`src/rtl/mem_access.sv`:
```
// ---------------------------------------------------------------------------
// mem_access -- memory-access pipeline stage
//
// Holds one instruction from the execute stage in a stage register. Non-memory
// results pass straight through to write-back. Loads and stores run a
// request/response handshake on the data bus through a small FSM:
//   IDLE -> REQ (data_req high until data_addr_ok) -> WAIT (until data_data_ok)
//   -> DONE (one cycle; load result presented to write-back).
// A response may arrive in the same cycle as the address acceptance, in which
// case REQ goes straight to DONE. Misaligned half/word accesses never reach
// the bus; they raise ale_o/badv_o while the entry is held.
//
// Ports
//   clk, rst            clock; asynchronous active-high reset
//   stall_i, flush_i    pipeline hold / discard of the captured instruction
//   we_i, waddr_i,      register write request and Ex result
//   wdata_i
//   aluop_i             operation code (load/store codes below)
//   mem_addr_i, reg1_i  effective address and store data
//   we_o, waddr_o,      result to write-back
//   wdata_o
//   stallreq_o          freeze upstream while a bus transaction is open
//   ale_o, badv_o       misaligned-address flag and faulting address
//   data_*              data bus master (req/wr/size/wstrb/addr/wdata out,
//                       addr_ok/data_ok/rdata in)
//
// Byte-lane logic assumes a 32-bit data bus (four lanes).
// ---------------------------------------------------------------------------
module mem_access #(
    parameter int AW = 32,
    parameter int DW = 32
) (
    input  logic          clk,
    input  logic          rst,
    input  logic          stall_i,
    input  logic          flush_i,
    input  logic          we_i,
    input  logic [4:0]    waddr_i,
    input  logic [DW-1:0] wdata_i,
    input  logic [7:0]    aluop_i,
    input  logic [AW-1:0] mem_addr_i,
    input  logic [DW-1:0] reg1_i,
    output logic          we_o,
    output logic [4:0]    waddr_o,
    output logic [DW-1:0] wdata_o,
    output logic          stallreq_o,
    output logic          ale_o,
    output logic [AW-1:0] badv_o,
    output logic          data_req,
    output logic          data_wr,
    output logic [1:0]    data_size,
    output logic [3:0]    data_wstrb,
    output logic [AW-1:0] data_addr,
    output logic [DW-1:0] data_wdata,
    input  logic          data_addr_ok,
    input  logic          data_data_ok,
    input  logic [DW-1:0] data_rdata
);

    // -----------------------------------------------------------------------
    // Operation codes for memory instructions
    // -----------------------------------------------------------------------
    localparam logic [7:0] EXE_OP_LD_B  = 8'h20;
    localparam logic [7:0] EXE_OP_LD_H  = 8'h21;
    localparam logic [7:0] EXE_OP_LD_W  = 8'h22;
    localparam logic [7:0] EXE_OP_LD_BU = 8'h23;
    localparam logic [7:0] EXE_OP_LD_HU = 8'h24;
    localparam logic [7:0] EXE_OP_ST_B  = 8'h28;
    localparam logic [7:0] EXE_OP_ST_H  = 8'h29;
    localparam logic [7:0] EXE_OP_ST_W  = 8'h2A;

    localparam logic [1:0] SIZE_BYTE = 2'd0;
    localparam logic [1:0] SIZE_HALF = 2'd1;
    localparam logic [1:0] SIZE_WORD = 2'd2;

    // -----------------------------------------------------------------------
    // Opcode decode helpers
    // -----------------------------------------------------------------------
    function automatic logic is_load(input logic [7:0] op);
        return (op == EXE_OP_LD_B)  || (op == EXE_OP_LD_H) ||
               (op == EXE_OP_LD_W)  || (op == EXE_OP_LD_BU) ||
               (op == EXE_OP_LD_HU);
    endfunction

    function automatic logic is_store(input logic [7:0] op);
        return (op == EXE_OP_ST_B) || (op == EXE_OP_ST_H) ||
               (op == EXE_OP_ST_W);
    endfunction

    function automatic logic [1:0] op_size(input logic [7:0] op);
        logic [1:0] sz;
        case (op)
            EXE_OP_LD_B, EXE_OP_LD_BU, EXE_OP_ST_B: sz = SIZE_BYTE;
            EXE_OP_LD_H, EXE_OP_LD_HU, EXE_OP_ST_H: sz = SIZE_HALF;
            default:                                sz = SIZE_WORD;
        endcase
        return sz;
    endfunction

    // Only meaningful for memory ops; the caller qualifies with is_load/is_store.
    function automatic logic op_aligned(input logic [7:0] op, input logic [1:0] lane);
        logic ok;
        case (op_size(op))
            SIZE_HALF: ok = ~lane[0];
            SIZE_WORD: ok = (lane == 2'b00);
            default:   ok = 1'b1;
        endcase
        return ok;
    endfunction

    // -----------------------------------------------------------------------
    // State and stage register
    // -----------------------------------------------------------------------
    typedef enum logic [1:0] {
        S_IDLE = 2'd0,
        S_REQ  = 2'd1,
        S_WAIT = 2'd2,
        S_DONE = 2'd3
    } state_t;

    state_t        state_q, state_d;
    logic          valid_q, valid_d;
    logic          we_q,    we_d;
    logic [4:0]    waddr_q, waddr_d;
    logic [DW-1:0] wdata_q, wdata_d;
    logic [7:0]    aluop_q, aluop_d;
    logic [AW-1:0] addr_q,  addr_d;
    logic [DW-1:0] sdata_q, sdata_d;
    logic [DW-1:0] ldata_q, ldata_d;   // extended load result, latched on data_ok

    // Decode of the held instruction
    logic       ld_q;
    logic       st_q;
    logic       mem_q;
    logic [1:0] size_q;
    logic [1:0] lane_q;
    logic       misaligned_q;

    assign ld_q         = is_load(aluop_q);
    assign st_q         = is_store(aluop_q);
    assign mem_q        = ld_q | st_q;
    assign size_q       = op_size(aluop_q);
    assign lane_q       = addr_q[1:0];
    assign misaligned_q = valid_q & mem_q & ~op_aligned(aluop_q, lane_q);

    // Decode of the incoming instruction (decides REQ vs IDLE on capture)
    logic in_mem;
    logic in_aligned;

    assign in_mem     = is_load(aluop_i) | is_store(aluop_i);
    assign in_aligned = op_aligned(aluop_i, mem_addr_i[1:0]);

    // The stage register is open only when no bus transaction is in flight.
    logic capture;
    assign capture = ~stall_i & ((state_q == S_IDLE) | (state_q == S_DONE));

    // -----------------------------------------------------------------------
    // Byte/half lane views of read data and replicated store data
    // -----------------------------------------------------------------------
    logic [7:0]    rd_byte [4];
    logic [15:0]   rd_half [2];
    logic [DW-1:0] st_byte_rep;
    logic [DW-1:0] st_half_rep;

    genvar gi;
    generate
        for (gi = 0; gi < 4; gi++) begin : g_byte_lane
            assign rd_byte[gi]           = data_rdata[8*gi +: 8];
            assign st_byte_rep[8*gi +: 8] = sdata_q[7:0];
        end
        for (gi = 0; gi < 2; gi++) begin : g_half_lane
            assign rd_half[gi]             = data_rdata[16*gi +: 16];
            assign st_half_rep[16*gi +: 16] = sdata_q[15:0];
        end
    endgenerate

    // Load extension from the lane selected by the held address
    logic [7:0]    sel_byte;
    logic [15:0]   sel_half;
    logic [DW-1:0] load_ext;

    always_comb begin
        sel_byte = rd_byte[lane_q];
        sel_half = rd_half[lane_q[1]];
        case (aluop_q)
            EXE_OP_LD_B:  load_ext = {{(DW-8){sel_byte[7]}}, sel_byte};
            EXE_OP_LD_BU: load_ext = {{(DW-8){1'b0}}, sel_byte};
            EXE_OP_LD_H:  load_ext = {{(DW-16){sel_half[15]}}, sel_half};
            EXE_OP_LD_HU: load_ext = {{(DW-16){1'b0}}, sel_half};
            default:      load_ext = data_rdata;
        endcase
    end

    // -----------------------------------------------------------------------
    // Next-state logic
    // -----------------------------------------------------------------------
    always_comb begin
        state_d = state_q;
        valid_d = valid_q;
        we_d    = we_q;
        waddr_d = waddr_q;
        wdata_d = wdata_q;
        aluop_d = aluop_q;
        addr_d  = addr_q;
        sdata_d = sdata_q;
        ldata_d = ldata_q;

        if (capture) begin
            valid_d = ~flush_i;
            we_d    = we_i;
            waddr_d = waddr_i;
            wdata_d = wdata_i;
            aluop_d = aluop_i;
            addr_d  = mem_addr_i;
            sdata_d = reg1_i;
            // Misaligned or flushed memory ops stay in IDLE and never touch the bus.
            if (~flush_i & in_mem & in_aligned) begin
                state_d = S_REQ;
            end else begin
                state_d = S_IDLE;
            end
        end else begin
            case (state_q)
                S_REQ: begin
                    if (data_addr_ok) begin
                        if (data_data_ok) begin
                            state_d = S_DONE;
                            ldata_d = load_ext;
                        end else begin
                            state_d = S_WAIT;
                        end
                    end
                end
                S_WAIT: begin
                    if (data_data_ok) begin
                        state_d = S_DONE;
                        ldata_d = load_ext;
                    end
                end
                // IDLE/DONE without capture means stall_i is high: hold.
                default: state_d = state_q;
            endcase
        end
    end

    // -----------------------------------------------------------------------
    // State registers
    // -----------------------------------------------------------------------
    always_ff @(posedge clk or posedge rst) begin
        if (rst) begin
            state_q <= S_IDLE;
            valid_q <= 1'b0;
            we_q    <= 1'b0;
            waddr_q <= '0;
            wdata_q <= '0;
            aluop_q <= '0;
            addr_q  <= '0;
            sdata_q <= '0;
            ldata_q <= '0;
        end else begin
            state_q <= state_d;
            valid_q <= valid_d;
            we_q    <= we_d;
            waddr_q <= waddr_d;
            wdata_q <= wdata_d;
            aluop_q <= aluop_d;
            addr_q  <= addr_d;
            sdata_q <= sdata_d;
            ldata_q <= ldata_d;
        end
    end

    // -----------------------------------------------------------------------
    // Write-back and control outputs (decoded from registered state only)
    // -----------------------------------------------------------------------
    logic bus_busy;
    assign bus_busy = (state_q == S_REQ) | (state_q == S_WAIT);

    always_comb begin
        we_o    = 1'b0;
        waddr_o = '0;
        wdata_o = '0;
        if (valid_q) begin
            waddr_o = waddr_q;
            wdata_o = wdata_q;
            case (state_q)
                S_IDLE:  we_o = we_q & ~mem_q;   // memory ops here are misaligned
                S_DONE: begin
                    we_o = ld_q;
                    if (ld_q) begin
                        wdata_o = ldata_q;
                    end
                end
                default: we_o = 1'b0;
            endcase
        end
    end

    assign stallreq_o = bus_busy;
    assign ale_o      = misaligned_q;
    assign badv_o     = misaligned_q ? addr_q : '0;

    // -----------------------------------------------------------------------
    // Data bus outputs: all attributes come straight from the stage register,
    // which cannot change while the FSM is in REQ/WAIT, so they stay stable
    // until the address is accepted.
    // -----------------------------------------------------------------------
    always_comb begin
        data_req   = (state_q == S_REQ);
        data_wr    = 1'b0;
        data_size  = 2'd0;
        data_wstrb = 4'b0000;
        data_addr  = '0;
        data_wdata = '0;
        if (bus_busy) begin
            data_wr   = st_q;
            data_size = size_q;
            data_addr = (size_q == SIZE_WORD) ? {addr_q[AW-1:2], 2'b00} : addr_q;
            case (aluop_q)
                EXE_OP_ST_B: begin
                    data_wstrb = 4'b0001 << lane_q;
                    data_wdata = st_byte_rep;
                end
                EXE_OP_ST_H: begin
                    data_wstrb = 4'b0011 << lane_q;
                    data_wdata = st_half_rep;
                end
                EXE_OP_ST_W: begin
                    data_wstrb = 4'b1111;
                    data_wdata = sdata_q;
                end
                default: begin
                    data_wstrb = 4'b0000;
                    data_wdata = '0;
                end
            endcase
        end
    end

endmodule

```
`config.mk`:
```
export PLATFORM = sky130hd
export DESIGN_NAME = mem_access
export DESIGN_NICKNAME = d
export VERILOG_FILES = /design/src/rtl/mem_access.sv
export SDC_FILE = /design/constraint.sdc
export NUM_CORES = 1
export LEC_CHECK = 0
export CAP_MARGIN = 20
export CORE_ASPECT_RATIO = 0.9
export CORE_MARGIN = 5
export CORE_UTILIZATION = 43
export DETAILED_ROUTE_END_ITERATION = 16
export GPL_ROUTABILITY_DRIVEN = 0
export GPL_TIMING_DRIVEN = 0
export PLACE_DENSITY_LB_ADDON = 0.25
export SETUP_SLACK_MARGIN = 0.05
export SYNTH_ARGS = -nofsm -noshare
export SYNTH_HDL_FRONTEND = slang
export SYNTH_SLANG_ARGS = --single-unit
```
`constraint.sdc`:
```
create_clock -name clk -period 9.7 [get_ports clk]
set_input_delay 1.455 -clock clk [delete_from_list [all_inputs] [get_ports clk]]
set_output_delay 1.455 -clock clk [all_outputs]
set_load 0.005 [all_outputs]
```
==> summary.txt <==
The synthesis and place-and-route flow finished, so here is a summary.

The run finished with clean final reports. Global route summary, busiest routing layer listed as met2. The count of final max-slew check failures came out at 0. The multi-input logic cell count is 565.

The area of the mapped netlist came out at 7760 um^2. The share of final layout cell area taken by clock buffers and inverters came out at 4.92%. The number of well-tap cells placed came out at 240.

The layout report lists the non-clock buffer share of cell area as 27.5%. The H-tree was split into 4 levels. The internal power of the cells is 0.00221 W. The maximum number of pins on one net before global-route repair came out at 89.

The number of warnings in the stage logs is 29. The number of enable flip-flop cells is 0. In this run the power density over the cells is 296 nW/um^2. The wire length on met1 is 11.0 mm. Averaged over all synthesized cells, the footprint is 9.97 um^2. The top routing layer in use is met4.

The number of antenna violations at the first check in global routing is 0. The first-pass GRT wire length is 41.3 mm. The number of sequential cells in the layout is around 150. The critical-path maximum fanout came out at 10.

Looking at the power breakdown, sequential logic takes 32.5% of the total. The number of search-and-repair iterations in the first detailed-routing pass is 8. STA classifies the critical path endpoint as an output port. The most numerous logic cell after layout is sky130_fd_sc_hd__clkdlybuf4s50_1. The floorplan step records an initial core utilization of 43.9%.

Setup repair after global routing left no endpoint under its margin. Post-synth the commonest register cell is sky130_fd_sc_hd__dfrtp_1. The synthesized netlist cell count is a little under 800.

The portion of the post-synthesis area used by sequential elements is a little under half. The total setup buffers inserted after CTS came out at 0. The post-detailed-route via-to-cell ratio came out at 5.31.

The relative contribution of combinational cells to total power came out at 48.7%. The area overhead of the layout relative to synthesis is 49.2%. The hold path depth came out at 2. The tree is rooted in a sky130_fd_sc_hd__clkbuf_16. TritonCTS built the clock tree. STA puts the critical path data required time at 8.25 ns. The sequential cell area in the final layout came out at 3630 um^2. The number of gates resized after CTS was 0. The number of global-route vias before repair was 7384. The stat command in Yosys gives a chip area of 7760 um^2. The worst endpoint data arrival time is 3.56 ns. The max-capacitance violation count came out at 0. The net switching power figure came out at 0.00122 W. The maximum achievable frequency is between 0.15 and 0.2 GHz. The power dissipated in sequential cells came out at ~0.0011 W.

The beginning of the worst hold path is ldata_q[7]. Summing over every cut layer, the via total after detailed routing is around 7000. The starting DRC count in detailed routing came out at 433. In the final layout, the fill cell count is 1474.

The kind of start point of the critical path is a register. The worst setup slack before clock tree synthesis came out at between 5 and 6 ns. The sum of buffers and inverters on the critical path came out at 3.

The clock-pin transition on the worst setup and hold timing paths came out at ~0.060 ns. The sink count of the clock tree is 145. In this run, power in combinational logic comes to 0.00167 W. The number of primary I/O pins came out at slightly below 300. The wire length per cell is 19.9 um.

The timing endpoint of the critical path is data_wdata[28]. The logic gate fraction of the total cell area is 33.3%. Tracing the worst setup path back leads to its startpoint at aluop_q[4]. The total count of hold-check failures in the final report is 0.
==> logic make-up after synthesis <==
| group | count (synthesis) | share of synthesized area (%) |
|---|---|---|
| AND-OR/OR-AND | 154 | 13.1 |
| XOR/XNOR | 2 | 0.226 |
| adder cells (fa/ha/maj) | 4 | 0.645 |
| buffers and inverters | 69 | 3.55 |
| flip-flops | 145 | 46.7 |
| multiplexers | 125 | 18.5 |
| AND/OR/NAND/NOR | 280 | 17.3 |
==> synth_stat cells, types with 2 or more instances <==
| library cell | number | area [um^2] |
|---|---|---|
| sky130_fd_sc_hd__dfrtp_1 | 145 | 3630 |
| sky130_fd_sc_hd__nand2_1 | 125 | 469 |
| sky130_fd_sc_hd__mux2_2 | 115 | 1290 |
| sky130_fd_sc_hd__and2_1 | 75 | 469 |
| sky130_fd_sc_hd__a21oi_1 | 49 | 245 |
| sky130_fd_sc_hd__clkbuf_1 | 49 | 184 |
| sky130_fd_sc_hd__nor2_1 | 47 | 176 |
| sky130_fd_sc_hd__a21boi_0 | 33 | 248 |
| sky130_fd_sc_hd__o21ai_0 | 22 | 110 |
| sky130_fd_sc_hd__a211oi_1 | 9 | 67.6 |
| sky130_fd_sc_hd__a22oi_1 | 9 | 67.6 |
| sky130_fd_sc_hd__inv_1 | 9 | 33.8 |
| sky130_fd_sc_hd__o22a_1 | 9 | 78.8 |
| sky130_fd_sc_hd__and3_1 | 7 | 43.8 |
| sky130_fd_sc_hd__buf_2 | 7 | 35.0 |
| sky130_fd_sc_hd__mux2i_1 | 7 | 70.1 |
| sky130_fd_sc_hd__nand3_1 | 6 | 30.0 |
| sky130_fd_sc_hd__ha_1 | 4 | 50.1 |
| sky130_fd_sc_hd__a221oi_1 | 3 | 26.3 |
| sky130_fd_sc_hd__buf_1 | 3 | 11.3 |
| sky130_fd_sc_hd__mux4_2 | 3 | 67.6 |
| sky130_fd_sc_hd__nor3_1 | 3 | 15.0 |
| sky130_fd_sc_hd__o2bb2ai_1 | 3 | 26.3 |
| sky130_fd_sc_hd__o31ai_1 | 3 | 22.5 |
| sky130_fd_sc_hd__or4_1 | 3 | 22.5 |
| sky130_fd_sc_hd__nand2b_1 | 2 | 12.5 |
| sky130_fd_sc_hd__nor2b_1 | 2 | 12.5 |
| sky130_fd_sc_hd__nor4_1 | 2 | 12.5 |
| sky130_fd_sc_hd__nor4b_1 | 2 | 17.5 |
| sky130_fd_sc_hd__o2111a_1 | 2 | 22.5 |
| sky130_fd_sc_hd__o41ai_1 | 2 | 17.5 |
| sky130_fd_sc_hd__or2_2 | 2 | 12.5 |
==> through the flow <==
step	std cells	instance area (um^2)	utilization, %	hold slack, ns
finish	1344	11600	65.5	0.494
CTS	1343	11600	65.5	0.491
global route	1343	11600	65.5	0.515
detailed placement	1311	11000	62.3	0.477
floorplan	779	7760	-	0.448
global placement	1310	11000	62.1	0.464
==> state kept, by name, indices dropped and copies added (netlist names) <==
signal,cells
state_q,2
valid_q,1
we_q,1
addr_q,32
waddr_q,5
ldata_q,32
sdata_q,32
aluop_q,8
wdata_q,32
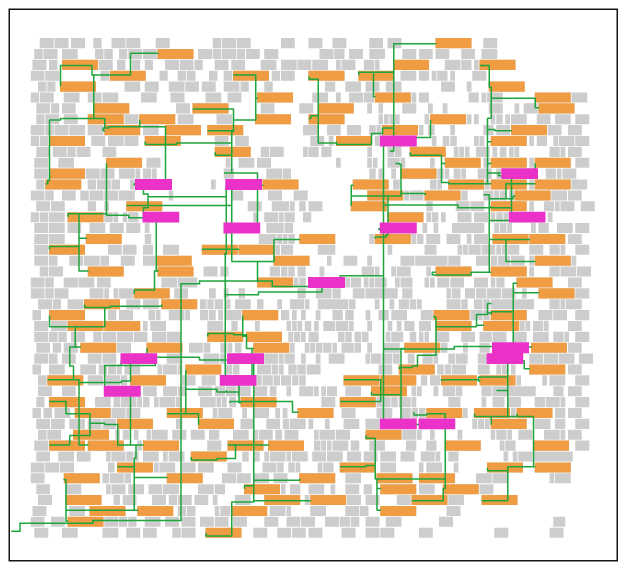
**Above:** routed clock nets over the placement.
Drawn at 4 px/um.
[orange] flip-flops | count: 145
[magenta] cells driving clock nets | count: 17
[green] clock wires | length: 1990 um
routed clock nets	18
flops lie	spread over the die
clock group power: 0.000643 W
clock network power share: 18.7%
clock latency on the worst-skew pair: 0.42 ns
final worst clock skew: 0.00930 ns

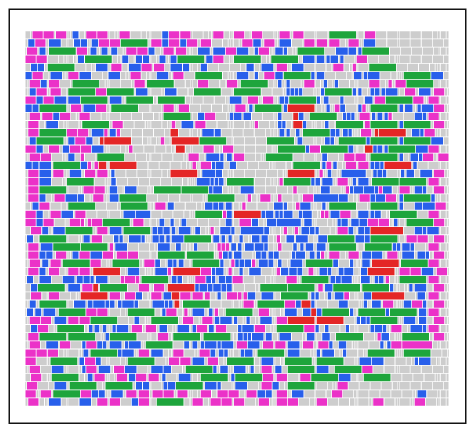
**Above:** cell classes on the final placement.
Drawn at 3 px/um. Fill, decap, tap and diode cells in grey.
colour	class	cells
blue	all other logic	574
magenta	other buffers and delay cells	352
red	clock drivers and dummy loads	32
green	flip-flops	145
final core utilization: 65.5%
fraction of area in registers: 31.3%
Floorplan Core Area: 17700 um^2

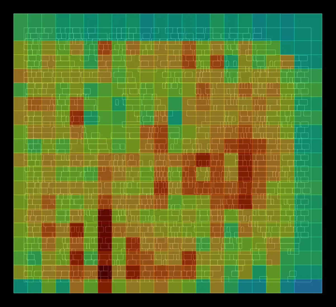
**Above:** track usage over the die.
met3 track utilization from global routing: 8.16%
fraction of met2 tracks used by global routing: 42.1%
met1 track demand over resource in global routing: 33.0%

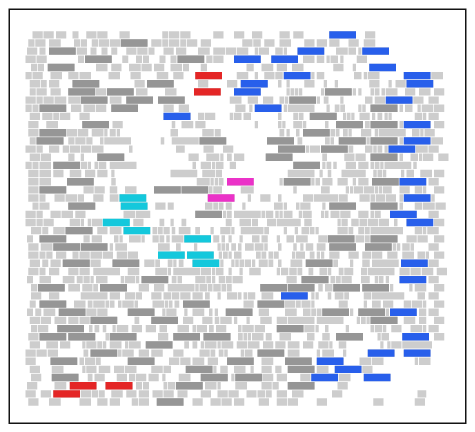
**Above:** register map, names as in the netlist.
Drawn at 3 px/um. Other sequential cells in the stronger grey, the rest of the logic in the fainter grey.
colour	signal	placed flops
red	waddr_q	5
cyan	aluop_q	8
blue	wdata_q	32
magenta	state_q	2
not coloured	98

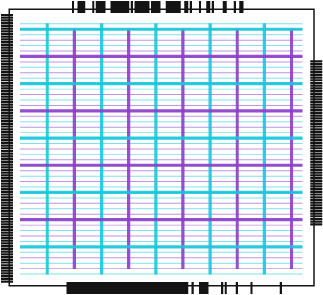
**Above:** supply network.
Drawn at 2 px/um. Pins as bars on the die edge.
colour	net
purple	VDD
cyan	VSS
met1 rails	47
signal pins	292
rows	46
met4 straps	10
die height: 137 um
maximum VDD drop: 0.000156 V
Die Wd: 152 um

Power figures rest on the tool's default switching activity, not on a simulated workload.
